File: config.mk
export PLATFORM = sky130hd
export DESIGN_NAME = spart_rx
export DESIGN_NICKNAME = d
export VERILOG_FILES = /design/src/rtl/wi23_defs.sv /design/src/rtl/spart_fifo.sv /design/src/rtl/spart_rx.sv
export SDC_FILE = /design/constraint.sdc
export NUM_CORES = 1
export LEC_CHECK = 0
export CAP_MARGIN = 0
export CORE_ASPECT_RATIO = 0.5
export CORE_MARGIN = 5
export CORE_UTILIZATION = 30
export DETAILED_ROUTE_END_ITERATION = 10
export PLACE_DENSITY = 0.48
export SLEW_MARGIN = 5
export SYNTH_ARGS = -nofsm -noshare
export SYNTH_HDL_FRONTEND = slang
export SYNTH_SLANG_ARGS = --single-unit
File: constraint.sdc
create_clock -name clk -period 3.2 [get_ports clk]
set_input_delay 0.64 -clock clk [delete_from_list [all_inputs] [get_ports clk]]
set_output_delay 0.64 -clock clk [all_outputs]
set_load 0.01 [all_outputs]
File: src/rtl/wi23_defs.sv
// Shared definitions for the WI23 I/O blocks used by the SPART.
//   spart_ioaddr_t   : SPART register select (DBUF, SREG, DBL, DBH)
//   SPART_DB_RESET   : baud divisor after reset (50 MHz / 115200 baud)
//   SPART_RXFIFO_AW  : log2 of the receive FIFO depth
//   SREG_OVR/FERR    : status register flag bit positions
//   spart_rx_state_t : receiver frame FSM states
package wi23_defs;

  typedef enum logic [1:0] {
    SPART_DBUF = 2'b00,
    SPART_SREG = 2'b01,
    SPART_DBL  = 2'b10,
    SPART_DBH  = 2'b11
  } spart_ioaddr_t;

  localparam logic [15:0] SPART_DB_RESET  = 16'd434;
  localparam int unsigned SPART_RXFIFO_AW = 3;

  localparam int unsigned SREG_OVR  = 7;
  localparam int unsigned SREG_FERR = 6;

  typedef enum logic [1:0] {
    RX_IDLE,
    RX_START,
    RX_DATA,
    RX_STOP
  } spart_rx_state_t;

endpackage

File: src/rtl/spart_fifo.sv
// Synchronous byte FIFO, depth 2^AW.
//   push/wdata : enqueue; accepted when not full, or when full with a pop
//   pop/rdata  : dequeue; rdata shows the head, pop ignored when empty
//   full/empty/count : registered occupancy state
module spart_fifo #(
  parameter int unsigned AW = 3
) (
  input  logic          clk,
  input  logic          rst_n,
  input  logic          push,
  input  logic [7:0]    wdata,
  input  logic          pop,
  output logic [7:0]    rdata,
  output logic          full,
  output logic          empty,
  output logic [AW:0]   count
);

  localparam int unsigned DEPTH = 1 << AW;
  localparam logic [AW:0] DEPTH_C = DEPTH[AW:0];

  logic [7:0]    mem_q [DEPTH];
  logic [AW-1:0] wptr_q, wptr_d;
  logic [AW-1:0] rptr_q, rptr_d;
  logic [AW:0]   count_q, count_d;
  logic          push_ok, pop_ok;

  always_comb begin
    empty   = (count_q == '0);
    full    = (count_q == DEPTH_C);
    count   = count_q;
    rdata   = mem_q[rptr_q];
    pop_ok  = pop & ~empty;
    // A full FIFO still takes a push when the head leaves in the same cycle.
    push_ok = push & (~full | pop_ok);
    wptr_d  = push_ok ? wptr_q + 1'b1 : wptr_q;
    rptr_d  = pop_ok  ? rptr_q + 1'b1 : rptr_q;
    count_d = count_q;
    if (push_ok && !pop_ok) count_d = count_q + 1'b1;
    if (pop_ok && !push_ok) count_d = count_q - 1'b1;
  end

  always_ff @(posedge clk or negedge rst_n) begin
    if (!rst_n) begin
      wptr_q  <= '0;
      rptr_q  <= '0;
      count_q <= '0;
    end else begin
      wptr_q  <= wptr_d;
      rptr_q  <= rptr_d;
      count_q <= count_d;
    end
  end

  always_ff @(posedge clk) begin
    if (push_ok) mem_q[wptr_q] <= wdata;
  end

endmodule

File: src/rtl/spart_rx.sv
// SPART receive half: 8N1 deserializer, RX FIFO, status and baud divisor.
//   clk, rst_n      : system clock, async active-low reset
//   iocs/iorw/ioaddr: one-cycle register access (iorw 1 = read)
//   wdata/rdata     : write data / combinational read data
//   rx              : asynchronous serial input, idle high
//   rx_rdy          : receive FIFO non-empty
//   divisor         : {DBH,DBL}, shared with the transmit half
module spart_rx
  import wi23_defs::*;
#(
  parameter logic [15:0] DB_RESET = SPART_DB_RESET,
  parameter int unsigned FIFO_AW  = SPART_RXFIFO_AW
) (
  input  logic        clk,
  input  logic        rst_n,
  input  logic        iocs,
  input  logic        iorw,
  input  logic [1:0]  ioaddr,
  input  logic [7:0]  wdata,
  output logic [7:0]  rdata,
  input  logic        rx,
  output logic        rx_rdy,
  output logic [15:0] divisor
);

  spart_ioaddr_t   addr;
  spart_rx_state_t state_q, state_d;

  logic         rx_meta_q, rx_s_q;
  logic [15:0]  div_q, div_d;
  logic [15:0]  dv;
  logic [15:0]  dvf_q, dvf_d;
  logic [15:0]  cnt_q, cnt_d;
  logic [2:0]   bit_idx_q, bit_idx_d;
  logic [7:0]   shift_q, shift_d;
  logic         ovr_q, ovr_d;
  logic         ferr_q, ferr_d;
  logic         cnt_zero;
  logic         push, ferr_ev, ovr_ev;
  logic         rd, wr, pop, sreg_rd;

  logic [7:0]       fifo_rdata;
  logic             fifo_full, fifo_empty;
  logic [FIFO_AW:0] fifo_count;
  logic [3:0]       count4;

  always_comb begin
    addr     = spart_ioaddr_t'(ioaddr);
    rd       = iocs & iorw;
    wr       = iocs & ~iorw;
    pop      = rd & (addr == SPART_DBUF) & ~fifo_empty;
    sreg_rd  = rd & (addr == SPART_SREG);
    dv       = (div_q < 16'd2) ? 16'd2 : div_q;
    cnt_zero = (cnt_q == '0);
    divisor  = div_q;
    rx_rdy   = ~fifo_empty;
    count4   = 4'(fifo_count);
  end

  // Synchronizer: rx_s_q is the only copy of rx the FSM looks at.
  always_ff @(posedge clk or negedge rst_n) begin
    if (!rst_n) begin
      rx_meta_q <= 1'b1;
      rx_s_q    <= 1'b1;
    end else begin
      rx_meta_q <= rx;
      rx_s_q    <= rx_meta_q;
    end
  end

  always_ff @(posedge clk or negedge rst_n) begin
    if (!rst_n) state_q <= RX_IDLE;
    else        state_q <= state_d;
  end

  always_comb begin
    state_d = state_q;
    unique case (state_q)
      RX_IDLE:  if (!rx_s_q) state_d = RX_START;
      RX_START: if (cnt_zero) state_d = rx_s_q ? RX_IDLE : RX_DATA;
      RX_DATA:  if (cnt_zero && bit_idx_q == 3'd7) state_d = RX_STOP;
      RX_STOP:  if (cnt_zero) state_d = RX_IDLE;
      default:  state_d = RX_IDLE;
    endcase
  end

  // The divisor is captured at start-bit detection, so a mid-frame divisor
  // write only reaches the reload of the next frame and the current one
  // keeps its bit timing.
  always_comb begin
    cnt_d     = cnt_zero ? cnt_q : cnt_q - 16'd1;
    bit_idx_d = bit_idx_q;
    shift_d   = shift_q;
    dvf_d     = dvf_q;
    push      = 1'b0;
    ferr_ev   = 1'b0;
    unique case (state_q)
      RX_IDLE: begin
        if (!rx_s_q) begin
          dvf_d = dv;
          cnt_d = (dv >> 1) - 16'd1;
        end
      end
      RX_START: begin
        if (cnt_zero && !rx_s_q) begin
          cnt_d     = dvf_q - 16'd1;
          bit_idx_d = '0;
        end
      end
      RX_DATA: begin
        if (cnt_zero) begin
          shift_d   = {rx_s_q, shift_q[7:1]};
          cnt_d     = dvf_q - 16'd1;
          bit_idx_d = bit_idx_q + 3'd1;
        end
      end
      RX_STOP: begin
        if (cnt_zero) begin
          push    = rx_s_q;
          ferr_ev = ~rx_s_q;
        end
      end
      default: ;
    endcase
  end

  always_comb begin
    ovr_ev = push & fifo_full & ~pop;
    // A flag event in the same cycle as an SREG read keeps the flag set.
    ovr_d  = ovr_ev  | (ovr_q  & ~sreg_rd);
    ferr_d = ferr_ev | (ferr_q & ~sreg_rd);
    div_d  = div_q;
    if (wr && addr == SPART_DBL) div_d[7:0]  = wdata;
    if (wr && addr == SPART_DBH) div_d[15:8] = wdata;
  end

  always_ff @(posedge clk or negedge rst_n) begin
    if (!rst_n) begin
      div_q     <= DB_RESET;
      dvf_q     <= DB_RESET;
      cnt_q     <= '0;
      bit_idx_q <= '0;
      shift_q   <= '0;
      ovr_q     <= 1'b0;
      ferr_q    <= 1'b0;
    end else begin
      div_q     <= div_d;
      dvf_q     <= dvf_d;
      cnt_q     <= cnt_d;
      bit_idx_q <= bit_idx_d;
      shift_q   <= shift_d;
      ovr_q     <= ovr_d;
      ferr_q    <= ferr_d;
    end
  end

  always_comb begin
    rdata = '0;
    if (rd) begin
      unique case (addr)
        SPART_DBUF: rdata = fifo_empty ? 8'h00 : fifo_rdata;
        SPART_SREG: begin
          rdata            = {4'b0000, count4};
          rdata[SREG_OVR]  = ovr_q;
          rdata[SREG_FERR] = ferr_q;
        end
        SPART_DBL:  rdata = div_q[7:0];
        SPART_DBH:  rdata = div_q[15:8];
        default:    rdata = '0;
      endcase
    end
  end

  spart_fifo #(
    .AW (FIFO_AW)
  ) u_fifo (
    .clk   (clk),
    .rst_n (rst_n),
    .push  (push),
    .wdata (shift_q),
    .pop   (pop),
    .rdata (fifo_rdata),
    .full  (fifo_full),
    .empty (fifo_empty),
    .count (fifo_count)
  );

endmodule
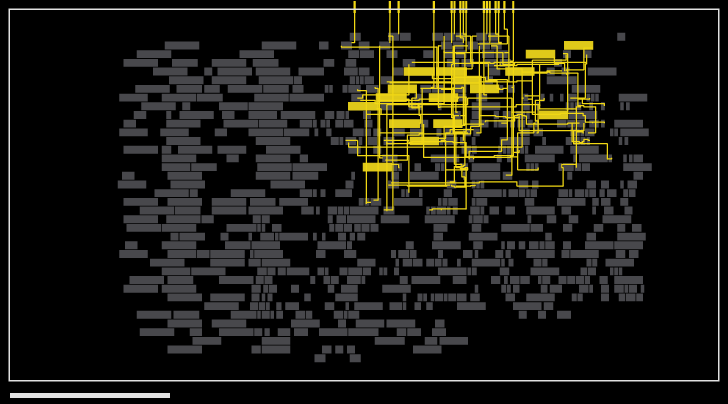
Fig. 1. Wires at chosen ports, followed through buffers.
The bar under the picture is 50 um long.
Yellow is `divisor`, bits 16, direction output, edge top, end cells 16, buffers 28, wire 2210 um.
number of port buffers: 39
io pins: 40

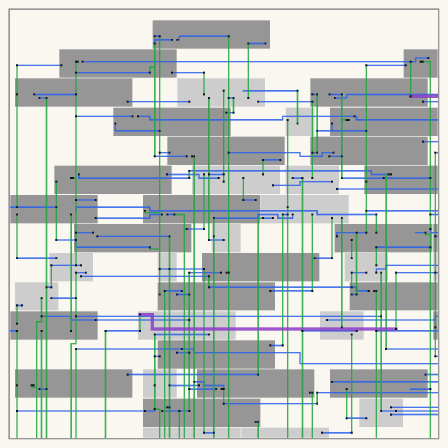
Fig. 2. A small window of the routed layout.
Region (35, 67) to (75, 107) um. Cells in gray, sequential cells in the stronger gray; small squares are vias.
Purple is met3. Blue is met1. Green is met2.
Sequential cells in the window: 23. 37 logic cells have their middle in the window. Most frequent: edfxtp_1 (19), mux2_2 (5), dfrtp_1 (4). Netlist names of flops here include `u_fifo.mem_q` (19), `shift_q` (4).

==> reports/results.tsv <==
stage	metric	value	unit
synth	netlist_area	6720	um^2
place	place_area	7750	um^2
power	swShare	0.329	
synth	synth_area_per_cell	12.4	um^2
cells_and_area	dominant_cells	registers	
global_routing	grtUsageTotal	0.136	
worst_setup_path	reg2reg_setup_slack	190	ps
synth	ys_sh_xor	0.0521	
synth	ys_cells	544	
cells_and_area	antenna_cells	0	
cells_and_area	lay_top_cells	76 x nand2_1, 64 x edfxtp_1, 62 x dfrtp_1	
power	power_frac_comb	0.318	
cells_and_area	nNetsFinal	657	
floorplan	dieArea	25700	um^2
worst_setup_path	worstPathMaxFanout	11	
timing	min_period	3070	ps
worst_setup_path	r2r_cells	12	
cells_and_area	filler_cell_count	2086	
floorplan	initCoreUtil	0.308	
worst_hold_path	hold_start	rx_meta_q	
synth	common_cells	76 x nand2_1, 64 x edfxtp_1, 63 x dfrtp_1	
place	gp_congestion	0.751	
worst_setup_path	crit_cells	6	
worst_setup_path	path_class	reg -> out	
timing	hold_viol	0	
drt	drtPass1Iterations	4	
global_routing	gr-usage-met2	0.236	
job	drv_cap	0	
synth	top_logic_kind	simple AND/OR/NAND/NOR gates	
power	power_frac_clock	0.302	
global_routing	use_met1	0.174	
global_routing	grt_pass1_wl	26800	um
cells_and_area	n_all_buffers	95	
synth	yosys-stat-area	6720	um^2
clocking	cts_tree	built	
outcome	status	completed	
power	p_clk	2.05	mW
global_routing	grt_pass1_vias	4662	
floorplan	rows	38	
worst_setup_path	r2r_end	u_fifo.count[3]	
synth	ys_sh_mux	0.126	
timing	slew_headroom	0.299	
worst_setup_path	cpPeakStageDelay	600	ps
floorplan	die_height	116	um
clocking	clk_pin_slew	60	ps
worst_setup_path	reg2reg_from	cnt_q[0]	
timing	worst_pin_slew	1050	ps
timing	max_freq	326	MHz
worst_setup_path	path_delay_family	buffers and inverters	
synth	async_reset_ff_frac	0.540	
worst_setup_path	cp.arrival	2430	ps
drt	top_layer	met4	
power	maxPowerGroup	registers	
drt	wl	17200	um
synth	synth_seq_share	0.568	
synth	synth_cell_types	56	
floorplan	taps	300	
timing	finalClockPeriodUsage	0.960	
cells_and_area	layout_top_cell	nand2_1	
global_routing	grt.busiest_layer	met2	
clocking	cts_buffers	17	
synth	synthCells	544	
cells_and_area	final_area	8440	um^2
timing	setup_ws	130	ps
synth	top_cells_by_area	edfxtp_1 29%, dfrtp_1 23%, mux2_2 5.5%, mux4_2 5.4%, dfstp_2 4.7%	
drt	drtIter0Drc	327	
synth	ys.flop_type	edfxtp_1	
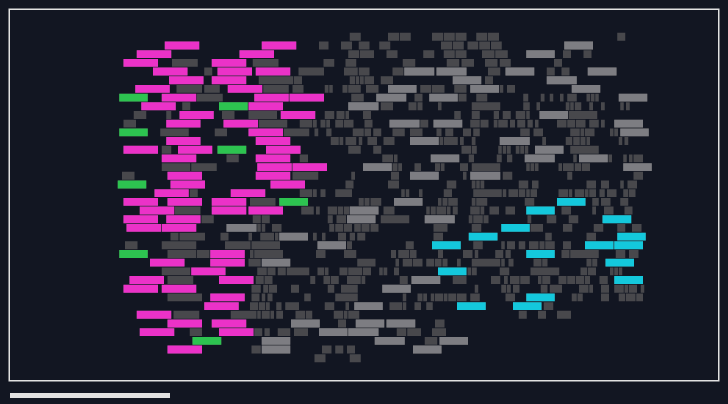
Fig. 3. Sequential cells colored by netlist name.
The bar under the picture is 50 um long.
Green is `shift_q`, placed flops 8. Magenta is `u_fifo.mem_q`, placed flops 64, where a column on the left. Cyan is `cnt_q`, placed flops 16.
Another 51 sequential cells are not colored.
Seq group: 2.58 mW
register area: 3810 um^2
Core Util, Final: 0.387
fraction of area in registers: 0.452

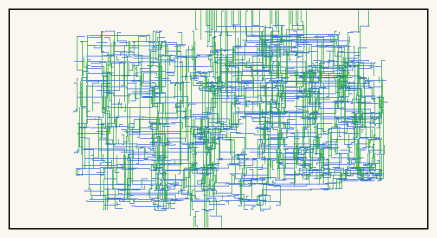
Fig. 4. Signal wires by layer.
Only two layers are drawn.
Green is met2, wire length 8650 um. Blue is met1, wire length 7930 um.
via count: 4554
WL/cell: 18.2 um

Power and IR drop assume default switching activity.
